**config.mk**
```make
export PLATFORM = sky130hd
export DESIGN_NAME = rr_arbiter32
export DESIGN_NICKNAME = d
export VERILOG_FILES = /design/src/rtl/arb_pkg.sv /design/src/rtl/rr_pick.sv /design/src/rtl/rr_arbiter32.sv
export SDC_FILE = /design/constraint.sdc
export NUM_CORES = 1
export LEC_CHECK = 0
export CELL_PAD_IN_SITES_DETAIL_PLACEMENT = 1
export CELL_PAD_IN_SITES_GLOBAL_PLACEMENT = 1
export CORE_MARGIN = 2
export CORE_UTILIZATION = 46
export DETAILED_ROUTE_END_ITERATION = 7
export GPL_ROUTABILITY_DRIVEN = 0
export HOLD_SLACK_MARGIN = 0.15
export PLACE_DENSITY_LB_ADDON = 0.1
export SLEW_MARGIN = 25
export SYNTH_ARGS = -nofsm -noshare
export SYNTH_HDL_FRONTEND = slang
export SYNTH_SLANG_ARGS = --single-unit
```
**constraint.sdc**
```tcl
create_clock -name clk -period 7.5 [get_ports clk]
set_clock_uncertainty 0.1 [all_clocks]
set_input_delay 0.75 -clock clk [delete_from_list [all_inputs] [get_ports clk]]
set_output_delay 0.75 -clock clk [all_outputs]
set_load 0.05 [all_outputs]
```
**src/rtl/arb_pkg.sv**
```systemverilog
// ---------------------------------------------------------------------------
// arb_pkg
//   Shared constants and types for the 32-way round-robin arbiter.
//   N       : number of requesters (fixed at 32)
//   IDX_W   : width of a requester index (log2(N))
//   HOLD_W  : width of the per-owner hold counter (MAX_HOLD up to 255)
//   state_t : arbiter FSM states
//   idx_to_onehot : index-to-one-hot expansion (5-to-32 decoder shape)
// ---------------------------------------------------------------------------
package arb_pkg;

    localparam int N      = 32;
    localparam int IDX_W  = 5;
    localparam int HOLD_W = 8;

    typedef enum logic {
        IDLE  = 1'b0,
        GRANT = 1'b1
    } state_t;

    function automatic logic [N-1:0] idx_to_onehot(input logic [IDX_W-1:0] idx);
        return N'(1) << idx;
    endfunction

endpackage

```
**src/rtl/rr_pick.sv**
```systemverilog
// ---------------------------------------------------------------------------
// rr_pick
//   Purely combinational round-robin search. Finds the first set bit of req
//   scanning upward from (last+1) mod 32, wrapping 31 -> 0.
//   Ports:
//     req     in  [31:0] request vector
//     last    in  [4:0]  index of the most recent winner
//     any     out        at least one request is present
//     win_idx out [4:0]  index of the winner (0 when any=0)
// ---------------------------------------------------------------------------
module rr_pick
    import arb_pkg::*;
(
    input  logic [N-1:0]     req,
    input  logic [IDX_W-1:0] last,
    output logic             any,
    output logic [IDX_W-1:0] win_idx
);

    logic [IDX_W-1:0] start;

    assign start = last + IDX_W'(1);

    // Scan offsets from farthest to nearest; the nearest set bit is written
    // last and therefore wins. Index arithmetic wraps naturally in IDX_W bits.
    always_comb begin
        logic [IDX_W-1:0] cand;
        any     = |req;
        win_idx = '0;
        cand    = '0;
        for (int i = N - 1; i >= 0; i--) begin
            cand = start + IDX_W'(i);
            if (req[cand]) begin
                win_idx = cand;
            end
        end
    end

endmodule

```
**src/rtl/rr_arbiter32.sv**
```systemverilog
// ---------------------------------------------------------------------------
// rr_arbiter32
//   Round-robin arbiter sharing one resource among 32 requesters. Each owner
//   may hold the grant for at most MAX_HOLD cycles, and one dead cycle is
//   always inserted between consecutive owners. All outputs are registered.
//   Ports:
//     clk         in         rising-edge clock
//     rst         in         synchronous, active-high reset
//     req         in  [31:0] level-sensitive request per requester
//     release_gnt in         current owner finished (sampled only in GRANT);
//                            named release_gnt because "release" is a
//                            reserved word in SystemVerilog
//     gnt         out [31:0] one-hot grant, zero when no owner
//     gnt_idx     out [4:0]  index of current owner, zero when no owner
//     gnt_valid   out        a grant is active
//     timeout     out        one-cycle pulse when MAX_HOLD revokes a grant
// ---------------------------------------------------------------------------
module rr_arbiter32
    import arb_pkg::*;
#(
    parameter int MAX_HOLD = 16
)
(
    input  logic             clk,
    input  logic             rst,
    input  logic [N-1:0]     req,
    input  logic             release_gnt,
    output logic [N-1:0]     gnt,
    output logic [IDX_W-1:0] gnt_idx,
    output logic             gnt_valid,
    output logic             timeout
);

    state_t              state_q, state_d;
    logic [HOLD_W-1:0]   hold_q,  hold_d;
    logic [IDX_W-1:0]    last_q,  last_d;
    logic [N-1:0]        gnt_d;
    logic [IDX_W-1:0]    gnt_idx_d;
    logic                gnt_valid_d;
    logic                timeout_d;

    logic                pick_any;
    logic [IDX_W-1:0]    pick_idx;

    logic                owner_drop;
    logic                at_limit;

    rr_pick u_pick (
        .req     (req),
        .last    (last_q),
        .any     (pick_any),
        .win_idx (pick_idx)
    );

    // Next-state and next-output logic. Outputs default to "no owner" so
    // every exit from GRANT produces the idle pattern automatically.
    always_comb begin
        state_d     = state_q;
        hold_d      = hold_q;
        last_d      = last_q;
        gnt_d       = '0;
        gnt_idx_d   = '0;
        gnt_valid_d = 1'b0;
        timeout_d   = 1'b0;
        owner_drop  = 1'b0;
        at_limit    = 1'b0;

        case (state_q)
            IDLE: begin
                if (pick_any) begin
                    state_d     = GRANT;
                    hold_d      = '0;
                    last_d      = pick_idx;
                    gnt_d       = idx_to_onehot(pick_idx);
                    gnt_idx_d   = pick_idx;
                    gnt_valid_d = 1'b1;
                end
            end

            GRANT: begin
                // Only the owner's own request bit matters while granted.
                owner_drop = ~req[gnt_idx];
                at_limit   = (hold_q == HOLD_W'(MAX_HOLD - 1));
                if (release_gnt || owner_drop || at_limit) begin
                    state_d   = IDLE;
                    hold_d    = '0;
                    // A voluntary end in the same cycle masks the timeout.
                    timeout_d = at_limit && !release_gnt && !owner_drop;
                end else begin
                    hold_d      = hold_q + HOLD_W'(1);
                    gnt_d       = gnt;
                    gnt_idx_d   = gnt_idx;
                    gnt_valid_d = 1'b1;
                end
            end

            default: begin
                state_d = IDLE;
            end
        endcase
    end

    // State and output registers. last resets to 31 so requester 0 is
    // searched first after reset.
    always_ff @(posedge clk) begin
        if (rst) begin
            state_q   <= IDLE;
            hold_q    <= '0;
            last_q    <= IDX_W'(N - 1);
            gnt       <= '0;
            gnt_idx   <= '0;
            gnt_valid <= 1'b0;
            timeout   <= 1'b0;
        end else begin
            state_q   <= state_d;
            hold_q    <= hold_d;
            last_q    <= last_d;
            gnt       <= gnt_d;
            gnt_idx   <= gnt_idx_d;
            gnt_valid <= gnt_valid_d;
            timeout   <= timeout_d;
        end
    end

endmodule
```
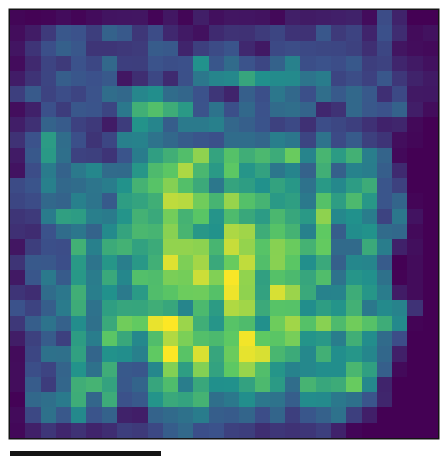
Run 1: routed metal per tile
Bar = 50 um. 28 x 28 tiles, from dark purple (low) to yellow (high), scaled to the fullest tile. Values are wire area over tile area, all layers added.
tiles over half the peak	32%
mean over tiles	0.32
emptiest ninth of the die	upper right
fullest tile	0.84
nearly empty tiles	6.8%
densest ninth of the die	centre
final routed wire length divided by cell count: 27.6 um
vias after detailed routing: 9790
wire length after detailed routing: 37.3 mm
global routing usage summed across all routing layers: 0.365

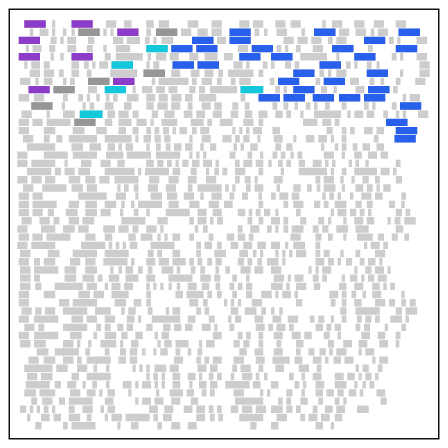
Run 1: sequential cells grouped by signal name
colour	signal	flops
cyan	`last_q`	5
blue	`gnt`	32
purple	`hold_q`	8
not coloured	7
fraction of the core area covered by cells at the end of the flow: 0.515
Sequential cell area: 0.00104 sq mm
sequential portion of the cell area: 0.108

==> run notes, run 1 <==
The implementation run finished. The floorplan step records an initial core utilization of 0.468. The run finished with clean final reports. Post-route minimum period landed at 6900 ps. The initial antenna violation count was 0. Tally of buffers added on design ports landed at approximately 73. The floorplan step set the die width to 142 um.

Peak clock frequency supported by timing landed at approximately 0.14 GHz. When the netlist entered floorplanning its net count stood at approximately 1.1k. Setup slack on the critical path of the routed design comes to between 500 and 600 ps. The startpoint identified for the worst register-to-register timing path is last_q[0].

Post-synthesis share of cell area spent on xor and xnor gates landed at 0.0523. In this run, CTS created clock tree buffers numbering 5. The finished design was reported to have a net count of approximately 1.2k. For this run, the register share of the synthesized area comes to 0.119. All stages included, the depth of the critical timing path comes to 18. Reg2reg setup slack landed at around 600 ps.

Counting endpoints that fail hold in the final report gives 0. The max-slew check reports its worst relative slack as 0.241. Proportion of layout cells with a drive suffix above 1 landed at 0.149. Per the CTS log, the buffer count on the longest clock path is 2. Area of the die landed at about 0.02 sq mm. OpenSTA lists the critical path startpoint as last_q[0]. Number of cells in the yosys synthesis report landed at roughly 1.1k.

Warnings raised by the tools during the run amount to 29. CTS built an H-tree with a depth of 2. Share of the cycle needed by the critical path after routing landed at 0.920.

Delay of the slowest cell on the worst path landed at slightly above 800 ps. Worst-margin pin slew landed at around 1100 ps. Along the critical path, the tally of buffer and inverter instances is 3. Number of synthesis warnings landed at 0. Ranking logic cells in the layout by count gives the top entries nand2_1, nor2_1, clkdlybuf4s50_1. Complex-gate fraction of the synthesized area landed at 0.296.

In this run the most critical hold path is launched from gnt[30]. The finished layout holds approximately 1.4k standard cells, fillers aside.

The largest individual stage delay along the critical path comes from the cell ha_1. Summing all multiplexer cells gives an area fraction of 0.252. For this block, the initial DRC count from the detailed router was ~1.1k.

The cell-mix breakdown from Yosys lists the adder-cell area share as 0.00857. HPWL reported at the end of detailed placement landed at around 29 mm. Final antenna diode count landed at 0. DRC violations left landed at 0.

Yosys shows that the main logic family after synthesis is AND-OR/OR-AND gates. The cell area that synthesis handed to floorplanning was 0.00876 sq mm. Looking at the post-CTS report, the setup buffer insertion count equals 0.

Among cell families on the critical path, the largest total delay comes from AND-OR/OR-AND gates. Number of global-route vias before repair landed at approximately 9.4k. Number of cells traversed by the worst hold path landed at 2. After synthesis, the most frequently instantiated cells are nand2_1, nor2_1, o21ai_0, a21oi_1, mux2i_1. Async set-or-reset flop fraction in the synthesized netlist landed at 0.

STA classifies the critical path startpoint as a flip-flop. Cell total after placement landed at 1345. Endpoints with negative setup slack in the final report add up to 0. Synthesis produced approximately 1.1k cells. The type recorded for the worst min-delay path is flip-flop to flip-flop. Final instance area landed at 0.00964 sq mm.

Required time at the endpoint of the critical path landed at 7640 ps. Max-slew violation count landed at 0. Per STA, the endpoint of the critical path is gnt[13]. The critical path goes through buf_4 -> ha_1 -> xnor2_4 -> buf_4 -> inv_1 -> ha_1 -> xnor2_1 -> xnor2_2 -> mux4_1 -> nor3_1 -> or2_1 -> a2111oi_0 -> a41o_1 -> a221oi_1 -> nor4_2 -> o31ai_4 -> nor4b_4 -> a22o_1. The synthesized design contains 0 enable-type register cells.

Relative to the synthesized area, the layout overhead comes to 10.0%. Max-cap violations in this run came to 0. Prior to clock tree synthesis, the placed netlist has a worst setup slack of between 900 and 1000 ps. Post-detailed-route count of antenna-violating nets landed at 0.

Total cell area reported by yosys after synthesis landed at a little under 0.009 sq mm. Number of I/O pins landed at about 74. Total negative slack landed at 0 ps. The synthesized design contains about 52 register bits. The critical path in this run is classified as flip-flop to flip-flop.

Data arrives at the worst endpoint at 7040 ps. Setup repair after global routing left no endpoint under its margin. Overflow left after global routing landed at 0. Per the post-CTS timing run, clock transition at the registers of the reported paths is approximately 70 ps. Smallest hold slack landed at ~350 ps. For reference, the placement row count at floorplan is 50. STA lists the endpoint of the worst register-to-register path as gnt[13]. Pin count of the biggest net entering global routing landed at ~43.
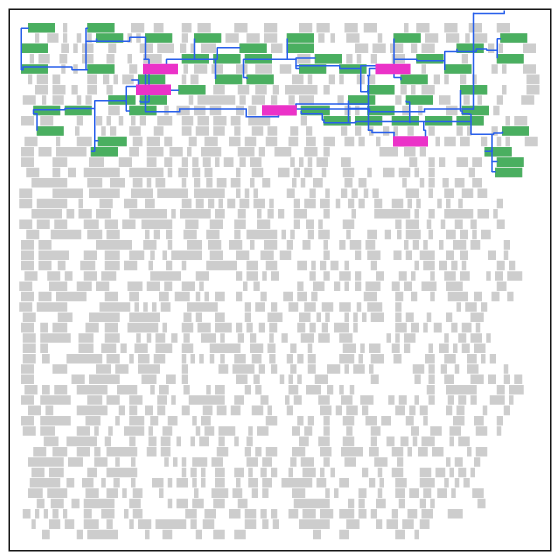
Run 1: clock network drawn from the DEF
[green] flip-flops | count: 52
[magenta] clock drivers | count: 5
[blue] clock wires | length: 618 um
flops lie	a horizontal strip, top
source-to-sink clock delay at the later pin of the worst-skew pair: 290 ps

## run 1: area by class of cell
class | instances | area, sq um
clock buffers | 6 | 139
clock inverters | 1 | 8.76
fillers | 2287 | 9070
inverters | 18 | 67.6
multi-input cells | 949 | 7210
flip-flops and latches | 52 | 1040
well taps | 234 | 293
repair buffers | 92 | 873
## run 1: flip-flops by register name, indices dropped and copies added (netlist names)
signal   flops
gnt         32
gnt_idx      5
hold_q       8
last_q       5
state_q      1
timeout      1
## run 1: layer usage
metal,vias to the layer above,track usage,wire length (um)
met5,-,0,0
met4,0,0.191,2220
met3,128,0.0683,3430
met2,552,0.564,16500
met1,4799,0.485,15200
li1,4311,-,-
==> run 1 -> run 2 <==
Settings changed: CTS_CLUSTER_DIAMETER set to 60, RECOVER_POWER set to 50.
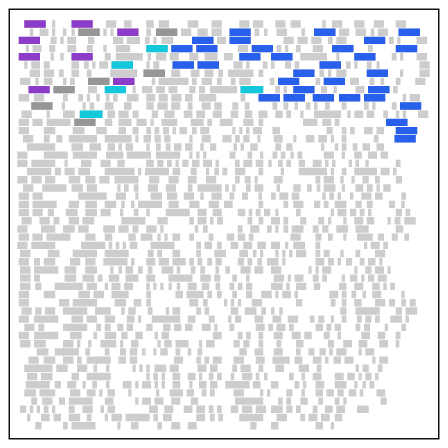
Run 2: sequential cells grouped by signal name
colour	signal	flops
blue	`gnt`	32
purple	`hold_q`	8
cyan	`last_q`	5
not coloured	7

==> run 2 against run 1 <==
Final cell count stayed put. Wire length about the same. Non-clock buffer count unchanged. Via count decreased by 0.14%. Clock-buffer cell count unchanged. Flip-flop count is the same. Core utilization unchanged. Worst setup slack worse by 8.0 ps. Highest routed layer unchanged. Synthesized cell count unchanged.
==> run notes, run 2 <==
The implementation run finished. The flow ran to the end, and the final reports show no timing, DRC or antenna violations. STA lists the endpoint of the worst register-to-register path as gnt[13]. On the final layout, the worst hold slack is 351 ps. From synthesis to final layout, the design area changed by 10.0%. For reference, the critical path is captured by gnt[13].

For the final routed database, the setup TNS stands at 0 ps. By area, the combinational part of the netlist is dominated by AND-OR/OR-AND gates. Flip-flop count of the largest register, all copies and words added landed at 32. OpenROAD warning count landed at 29. The most common logic cells in the final layout are nand2_1, nor2_1, o21ai_0. From left edge to right edge, the die measures ~140 um.

Final critical-path setup slack landed at around 600 ps. HPWL reported at the end of detailed placement landed at around 29 mm. The number of antenna diodes in the final layout is 0. Of all the cell area in the finished design, non-clock buffers hold 0.0906. The final timing report lists a max-slew violation count of 0. According to the timing report, the arrival time at the worst endpoint equals just over 7000 ps.

The synthesized design contains 0 enable-type register cells. Post-synthesis share of cell area spent on xor and xnor gates landed at 0.0523.

Per the detail_route report, DRC violations left total 0. Max-cap violations in this run came to 0. Clock-pin slew was measured on the worst setup and hold paths at 70 ps. The largest registers in the layout are gnt (32), hold_q (8). Number of logic gates landed at 949.

The initial utilization of the core area, before any placement, comes to 0.468. Share of cell area taken by multi-input logic gates landed at 0.748. Number of setup violations in the final report landed at 0. Via count of the routed design landed at ~9.8k. For met1 alone, demand over resource in global routing was 0.485. Complex-gate fraction of the synthesized area landed at 0.296. Adder-cell share of the synthesized area landed at 0.00857. Reg2reg setup slack landed at 590 ps. Counting along the longest clock path gives a buffer depth of 2. Detailed route wirelength on metal3 landed at about 3.3 mm.

Overall routed net length landed at between 30 and 40 mm. During tapcell insertion the tool placed between 200 and 250 well taps. In this run the tightest slew margin relative to its limit is 0.243. Tally of buffers added on design ports landed at roughly 73. Initial antenna violation count landed at 0. The highest metal layer carrying signal wires in the routed design is met4. Measured on the finished design, the core utilization comes to 0.515. In this run the number of H-tree levels came out at 2.

The global router reports that the layer with the highest usage is met2. Final instance area landed at slightly below 0.01 sq mm. Number of clock buffers inserted by TritonCTS landed at 5. Proportion of synthesized area in mux cells landed at 0.252. Per the detail_route log, met2 wirelength is 16.5 mm. In the final layout, excluding clock buffers the buffer count is between 90 and 100. Per the final report, the share of cell area in clock cells is 0.0153. Non-clock inverters in the final layout number 18.

Derived from the worst setup path, the maximum achievable clock frequency is roughly 0.14 GHz. The largest register by flop count is gnt. On met2, the global router reports a usage of 0.564. The report lists the number of standard-cell rows as approximately 50. Async set-or-reset flop fraction in the synthesized netlist landed at 0.

Number of global-route vias before repair landed at ~9.4k. Clock insertion delay at the later pin of the skew report landed at a little under 300 ps.

Tracing the worst setup path back leads to its startpoint at last_q[0]. Overflow left after global routing landed at 0. Flop share of the area landed at 0.108.

Layout net count landed at roughly 1.2k. Post-synthesis sequential element count landed at about 52.

The routed wirelength on the met1 layer is recorded as 15.3 mm. Synthesized area landed at just under 0.009 sq mm. The synthesized netlist has a Yosys-reported chip area of between 0.008 and 0.009 sq mm. The synthesized netlist handed to floorplanning was reported with a cell count of ~1.1k. Logic area landed at ~0.0072 sq mm. Number of I/O pins landed at ~74. Post-route period utilization is reported as 0.921.

In the finished layout, the clock tree contains a buffer count of 6. Pin count of the biggest net entering global routing landed at approximately 43. Flop count landed at between 50 and 60. In this run the remaining antenna-violating nets after routing total 0. Tally of filler cells in the layout landed at about 2.3k. Setup repair after global routing left no endpoint under its margin. Initial DRC count landed at between 1k and 1.5k. The startpoint identified for the worst register-to-register timing path is last_q[0]. For reference, the final report shows the hold violation count at 0.
## run 2: worst min-delay path by stage
stage,start,to,slack [ps],cells past startpoint
after floorplan,hold_q[7],hold_q[7],380,2
after global placement,gnt[12],gnt[12],340,2
after detailed placement,gnt[6],gnt[6],350,2
after CTS,gnt[6],gnt[6],360,2
after global routing,gnt[20],gnt[20],380,2
final,gnt[30],gnt[30],350,2
## run 2: critical path: stages, from the launching register on
cell and delay, ps:
dfxtp_2 320, buf_4 360, ha_1 820, xnor2_4 220, buf_4 400, inv_1 110
ha_1 370, xnor2_1 240, xnor2_2 470, mux4_1 660, nor3_1 480, or2_1 240
a2111oi_0 90, a41o_1 270, a221oi_1 470, nor4_2 140, o31ai_4 500, nor4b_4 390
a22o_1 180
